[src/rtl/output_bias_pkg.sv]
// Shared types and defaults for the output-layer bias loader and its register file.
package output_bias_pkg;

  localparam int NUM_NEURONS_DEF = 10;
  localparam int BIAS_W_DEF      = 8;
  localparam int IDX_W_DEF       = 4;

  typedef logic [1:0] state_t;
  localparam state_t IDLE  = 2'd0;
  localparam state_t LOAD  = 2'd1;
  localparam state_t CHECK = 2'd2;
  localparam state_t DONE  = 2'd3;

  // Low bit of entry i on the flat bias bus.
  function automatic int slice_lsb(input int i, input int w);
    return i * w;
  endfunction

endpackage

[src/rtl/bias_reg_file.sv]
// NUM_NEURONS x BIAS_W bias register file: one write port, flat combinational read bus.
module bias_reg_file
  import output_bias_pkg::*;
#(
  parameter int NUM_NEURONS = NUM_NEURONS_DEF,
  parameter int BIAS_W      = BIAS_W_DEF,
  parameter int IDX_W       = IDX_W_DEF
) (
  input  logic                          clk,
  input  logic                          rst,
  input  logic                          we,
  input  logic [IDX_W-1:0]              widx,
  input  logic [BIAS_W-1:0]             wdata,
  output logic [NUM_NEURONS*BIAS_W-1:0] rdata_flat
);

  localparam logic [IDX_W-1:0] LAST_IDX = IDX_W'(NUM_NEURONS - 1);

  logic [BIAS_W-1:0] mem [NUM_NEURONS];

  // NOTE: this storage is reset on purpose -- downstream adders must see zero biases
  // after reset, so it is built from flops rather than an inferred RAM.
  always_ff @(posedge clk) begin
    if (rst) begin
      for (int i = 0; i < NUM_NEURONS; i++) mem[i] <= '0;
    end else if (we && (widx <= LAST_IDX)) begin
      mem[widx] <= wdata;
    end
  end

  // NOTE: assign a default before the loop so no bit of the bus can infer a latch.
  always_comb begin
    rdata_flat = '0;
    for (int i = 0; i < NUM_NEURONS; i++)
      rdata_flat[slice_lsb(i, BIAS_W) +: BIAS_W] = mem[i];
  end

endmodule

[src/rtl/output_bias_loader.sv]
// Streams bias bytes into the output-layer bias register file in index order.
// Optional trailing checksum byte: define OUTPUT_BIAS_CHECKSUM_EN.
module output_bias_loader
  import output_bias_pkg::*;
#(
  parameter int NUM_NEURONS = NUM_NEURONS_DEF,
  parameter int BIAS_W      = BIAS_W_DEF,
  parameter int IDX_W       = IDX_W_DEF
) (
  input  logic                          clk,
  input  logic                          rst,
  input  logic                          start,
  input  logic                          in_valid,
  input  logic [BIAS_W-1:0]             in_data,
  output logic                          in_ready,
  output logic [NUM_NEURONS*BIAS_W-1:0] bias_flat,
  output logic                          bias_valid,
  output logic                          busy,
  output logic                          done,
  output logic                          err
);

  localparam logic [IDX_W-1:0] LAST_IDX = IDX_W'(NUM_NEURONS - 1);

  state_t           state;
  logic [IDX_W-1:0] idx;
  logic             transfer;
  logic             we;

  // Ready depends only on registered state, never on in_valid.
  assign in_ready = (state == LOAD) || (state == CHECK);
  assign busy     = in_ready;
  assign done     = (state == DONE);
  assign transfer = in_valid && in_ready;
  assign we       = transfer && (state == LOAD);

  bias_reg_file #(
    .NUM_NEURONS(NUM_NEURONS),
    .BIAS_W     (BIAS_W),
    .IDX_W      (IDX_W)
  ) u_regs (
    .clk       (clk),
    .rst       (rst),
    .we        (we),
    .widx      (idx),
    .wdata     (in_data),
    .rdata_flat(bias_flat)
  );

  // NOTE: non-blocking assignments keep every flop updating from pre-edge values.
  always_ff @(posedge clk) begin
    if (rst) begin
      state      <= IDLE;
      idx        <= '0;
      bias_valid <= 1'b0;
    end else begin
      case (state)
        IDLE: if (start) begin
          state      <= LOAD;
          idx        <= '0;
          bias_valid <= 1'b0;
        end
        LOAD: if (transfer) begin
          if (idx == LAST_IDX) begin
            idx   <= '0;
`ifdef OUTPUT_BIAS_CHECKSUM_EN
            state <= CHECK;
`else
            state <= DONE;
`endif
          end else begin
            idx <= idx + 1'b1;
          end
        end
        CHECK: if (transfer) state <= DONE;
        DONE: begin
          bias_valid <= !err;
          state      <= IDLE;
        end
        default: state <= IDLE;
      endcase
    end
  end

`ifdef OUTPUT_BIAS_CHECKSUM_EN
  logic [BIAS_W-1:0] sum;
  logic [BIAS_W-1:0] sum_next;
  logic              err_q;

  assign sum_next = sum + in_data;
  assign err      = err_q;

  // Bias bytes and the checksum byte all feed the sum; a valid set wraps to zero.
  always_ff @(posedge clk) begin
    if (rst) begin
      sum   <= '0;
      err_q <= 1'b0;
    end else if ((state == IDLE) && start) begin
      sum   <= '0;
      err_q <= 1'b0;
    end else if (transfer) begin
      sum <= sum_next;
      if (state == CHECK) err_q <= (sum_next != '0);
    end
  end
`else
  assign err = 1'b0;
`endif

endmodule

[config.mk]
export PLATFORM = sky130hd
export DESIGN_NAME = output_bias_loader
export DESIGN_NICKNAME = d
export VERILOG_FILES = /design/src/rtl/output_bias_pkg.sv /design/src/rtl/bias_reg_file.sv /design/src/rtl/output_bias_loader.sv
export SDC_FILE = /design/constraint.sdc
export NUM_CORES = 1
export LEC_CHECK = 0
export ABC_AREA = 1
export CAP_MARGIN = 40
export CORE_MARGIN = 8
export CORE_UTILIZATION = 35
export CTS_BUF_LIST = sky130_fd_sc_hd__clkbuf_8
export CTS_CLUSTER_DIAMETER = 200
export CTS_CLUSTER_SIZE = 20
export DETAILED_ROUTE_END_ITERATION = 16
export HOLD_SLACK_MARGIN = 0.1
export PLACE_DENSITY = 0.68
export SYNTH_ARGS = -nofsm -noshare
export SYNTH_HDL_FRONTEND = slang
export SYNTH_SLANG_ARGS = --single-unit
[constraint.sdc]
create_clock -name clk -period 2.3 [get_ports clk]
set_clock_uncertainty 0.05 [all_clocks]
set_input_delay 0.345 -clock clk [delete_from_list [all_inputs] [get_ports clk]]
set_output_delay 0.345 -clock clk [all_outputs]
set_load 0.02 [all_outputs]
==> images/clocks.png <==
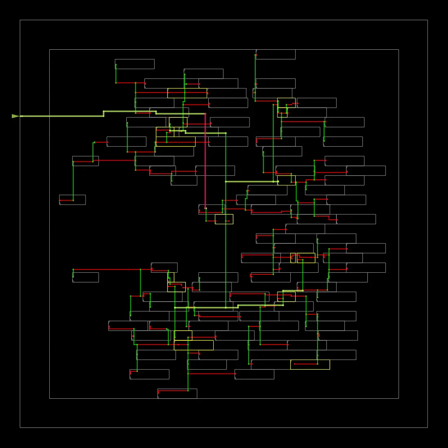
Sink Count: 87
flip-flops: 87
Power Clock: 1.36 mW

==> images/placement_by_type.png <==
Fill, decap, tap and diode cells in gray.
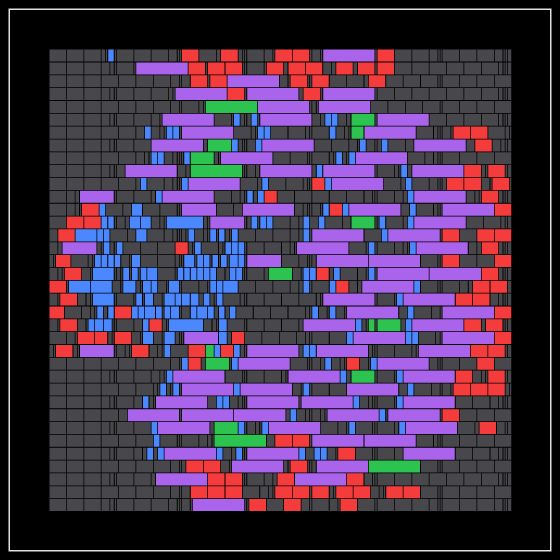
clock drivers and dummy loads -> green  # cells 16, share of their area 5.6%
sequential cells -> purple  # cells 87, share of their area 55%
remaining buffers and delay cells -> red  # cells 107, share of their area 22%
combinational and other logic -> blue  # cells 184, share of their area 18%

==> images/wires.png <==
Bar = 20 µm. Two of the layers only.
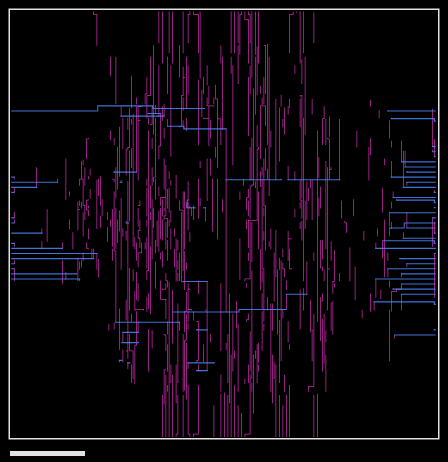
metal 2 -> magenta  # wire length 3,990 µm
metal 3 -> blue  # wire length 619 µm

==> impl_metrics.py <==
# Synthesis and PnR figures
metrics = {
    "pwr": {
        "power.switching_mw": 1.06,
        "switching_share_pct": 26.8,
        "ir_worst_vdd_mv": 0.428,
        "power.density_nw_per_um2": 822,
        "p_comb_share_pct": 18.8,
        "leakage_nw": 1.82,
        "internal_power_mw": 2.91,
        "power_frac_seq_pct": 47.0,
    },
    "critical_path": {
        "crit_path_cell_trace": "inv_1 -> ha_1 -> dlygate4sd2_1",
        "crit_path_end_kind": "output pin",
        "slowest_delay_ps": 400,
        "cp.arrival_ps": 1610,
        "critPathBufInv": 2,
        "crit_path_top_delay_cell": "dfxtp_1",
        "required_ps": 1900,
        "cp_max_fo": 6,
        "reg2reg_setup_slack_ps": 310,
        "critical_path_class": "reg2out",
        "reg2regPathDepth": 6,
    },
    "logic_synthesis": {
        "yosys-stat-cells": 275,
        "async_reset_ff_share_pct": 0,
        "ys_seq_share_pct": 75.1,
        "top_cell": "nor2_1",
        "netlist_top_cells_area": "edfxtp_1, nor2_1, nand2_1",
        "ys_warn_count": 0,
        "ys_ff": 87,
        "common_cells": "nor2_1, edfxtp_1, nand2_1, inv_1, nand2_2",
        "syn_area_um2": 3390,
        "ys_chip_area_um2": 3390,
        "flop_cell": "edfxtp_1",
        "top_area_cell": "edfxtp_1",
        "netlist_instances": 275,
        "edf_count": 80,
    },
    "floorplan": {
        "die_area_um2": 13100,
        "core_um2": 9590,
        "die-height_um": 114,
        "std_cell_rows": 36,
        "die_w_um": 114,
    },
    "detailed_routing": {
        "drt_iter0_markers": 181,
        "antenna_left": 0,
        "routed_wl_um": 8280,
        "drc": 0,
        "viasPerCell": 4.38,
        "wl_per_cell_um": 15.7,
        "firstDrtPassIters": 4,
    },
    "global_route": {
        "grt_max_degree": 15,
        "grt.total_usage_pct": 13.1,
        "overflow": 0,
        "grt_pass1_vias": 2370,
        "grt_first_pass_wirelength_um": 12900,
    },
    "finish": {
        "final_util_pct": 50.3,
        "final_cell_mix": "clkdlybuf4s50_1, nor2_1, edfxtp_1, nand2_1, inv_1",
        "drive_above_1_share_pct": 10.2,
        "n_fill_cell": 848,
        "n_antenna_cell": 0,
        "instances_no_fill": 527,
        "layout_top_cell": "clkdlybuf4s50_1",
        "syn2layout_area_growth_pct": 42.6,
    },
    "placement": {
        "io_buffers": 95,
        "place_inst": 511,
        "dpl.hpwl_um": 5990,
    },
    "min_path": {
        "hold_depth": 2,
        "hold_end": "bias_valid",
    },
    "timing": {
        "tns_ps": 0,
        "finalHoldViolCount": 0,
        "fin_hold_ws_ps": 444,
        "min_period_ps": 2000,
        "rsz0062_at_grt": "no",
        "max_freq_mhz": 499,
        "drv_slew": 0,
        "setup_viol": 0,
    },
    "cts": {
        "cts_root_buf": "clkbuf_8",
        "cts_max_path_buffers": 2,
        "numCtsBuffers": 9,
        "ctsResizeCount": 2,
        "htreeDepth": 3,
        "cts_hold_buf": 0,
    },
    "run_status": {
        "status": "finished, final reports clean",
    },
    "flow_run": {
        "maxCapViolCount": 0,
        "warnings": 30,
    },
}
==> images/flops_by_reg.png <==
Bar = 20 µm.
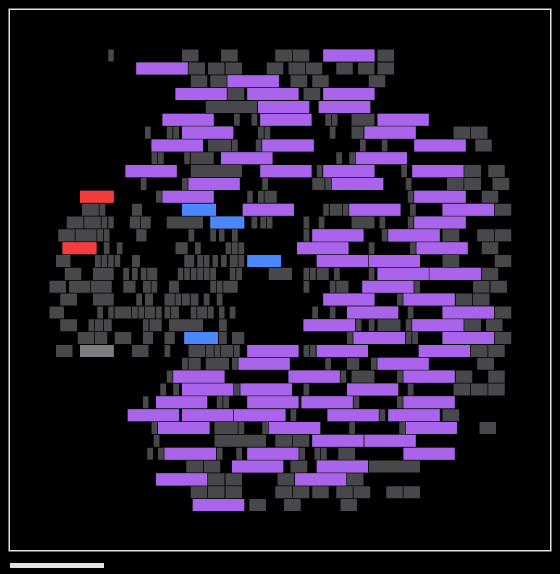
u_regs.mem -> purple  # sequential cells 80
idx -> blue  # sequential cells 4
state -> red  # sequential cells 2

==> images/clk_routes.png <==
Bar = 20 µm.
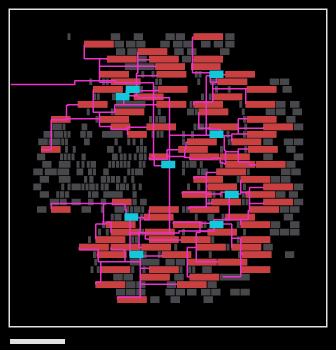
clock wires -> magenta  # length 1,030 µm
flip-flops -> red  # count 87
clock drivers -> cyan  # count 9
routed clock nets = 10
Late-Pin Clk Latency: 350 ps
Clock power frac: 34.2%

==> through the flow <==
stage	instance area [µm²]	setup slack [ps]	power (mW)
2_1_floorplan	3390	361	2.36
3_3_place_gp	4570	111	2.66
3_5_place_dp	4570	72.9	2.67
4_1_cts	4830	247	4.00
5_1_grt	4830	13.3	4.15
6_report	4830	296	3.97
==> how the worst max path moves through the flow <==
stage	from	endpoint	slack (ps)	depth (start not counted)
6_report	state[0]	busy	300	3
4_1_cts	state[1]	u_regs.mem[2][4]	250	6
5_1_grt	state[1]	u_regs.mem[2][4]	10	6
3_3_place_gp	in_valid	u_regs.mem[2][4]	110	5
3_5_place_dp	in_valid	u_regs.mem[2][7]	70	5
2_1_floorplan	state[1]	u_regs.mem[8][0]	360	6
==> layout make-up <==
cell class                      instances  area (µm²)  share of cell area, %
Clock buffer                            9         124                   2.57
Clock inverter                          7         136                   2.82
Inverter                               22        82.6                   1.71
Multi-Input combinational cell        162         738                   15.3
Sequential cell                        87        2540                   52.7
Tap cell                              133         166                   3.45
Timing Repair Buffer                  107        1040                   21.5
==> state kept, by name (all words and copies together), names as in the netlist <==
| name | count |
|---|---|
| idx | 4 |
| u_regs.mem | 80 |
| state | 2 |
| bias_valid | 1 |
==> cell families (layout without fill, tap and decap cells) <==
logic type	after synthesis	after routing	share of synthesized area [%]
adders and majority gates	5	5	1.85
AOI/OAI and AO/OA	10	10	1.55
DFF	87	87	75.1
xor gates and xnor gates	1	1	0.259
and+or+nand+nor	145	145	18.0
other	1	1	0.111
buffers and inverters	26	145	3.14
==> per-layer routing <==
metal	vias up	track usage [%]	part of all wire, %
met5	-	0	0
met4	0	5.32	1.9
met3	9	4.59	7.5
met2	90	20.9	48
met1	1069	15.7	42
li1	1139	-	-
No activity file was given, so power comes from the tool's default toggle rates.
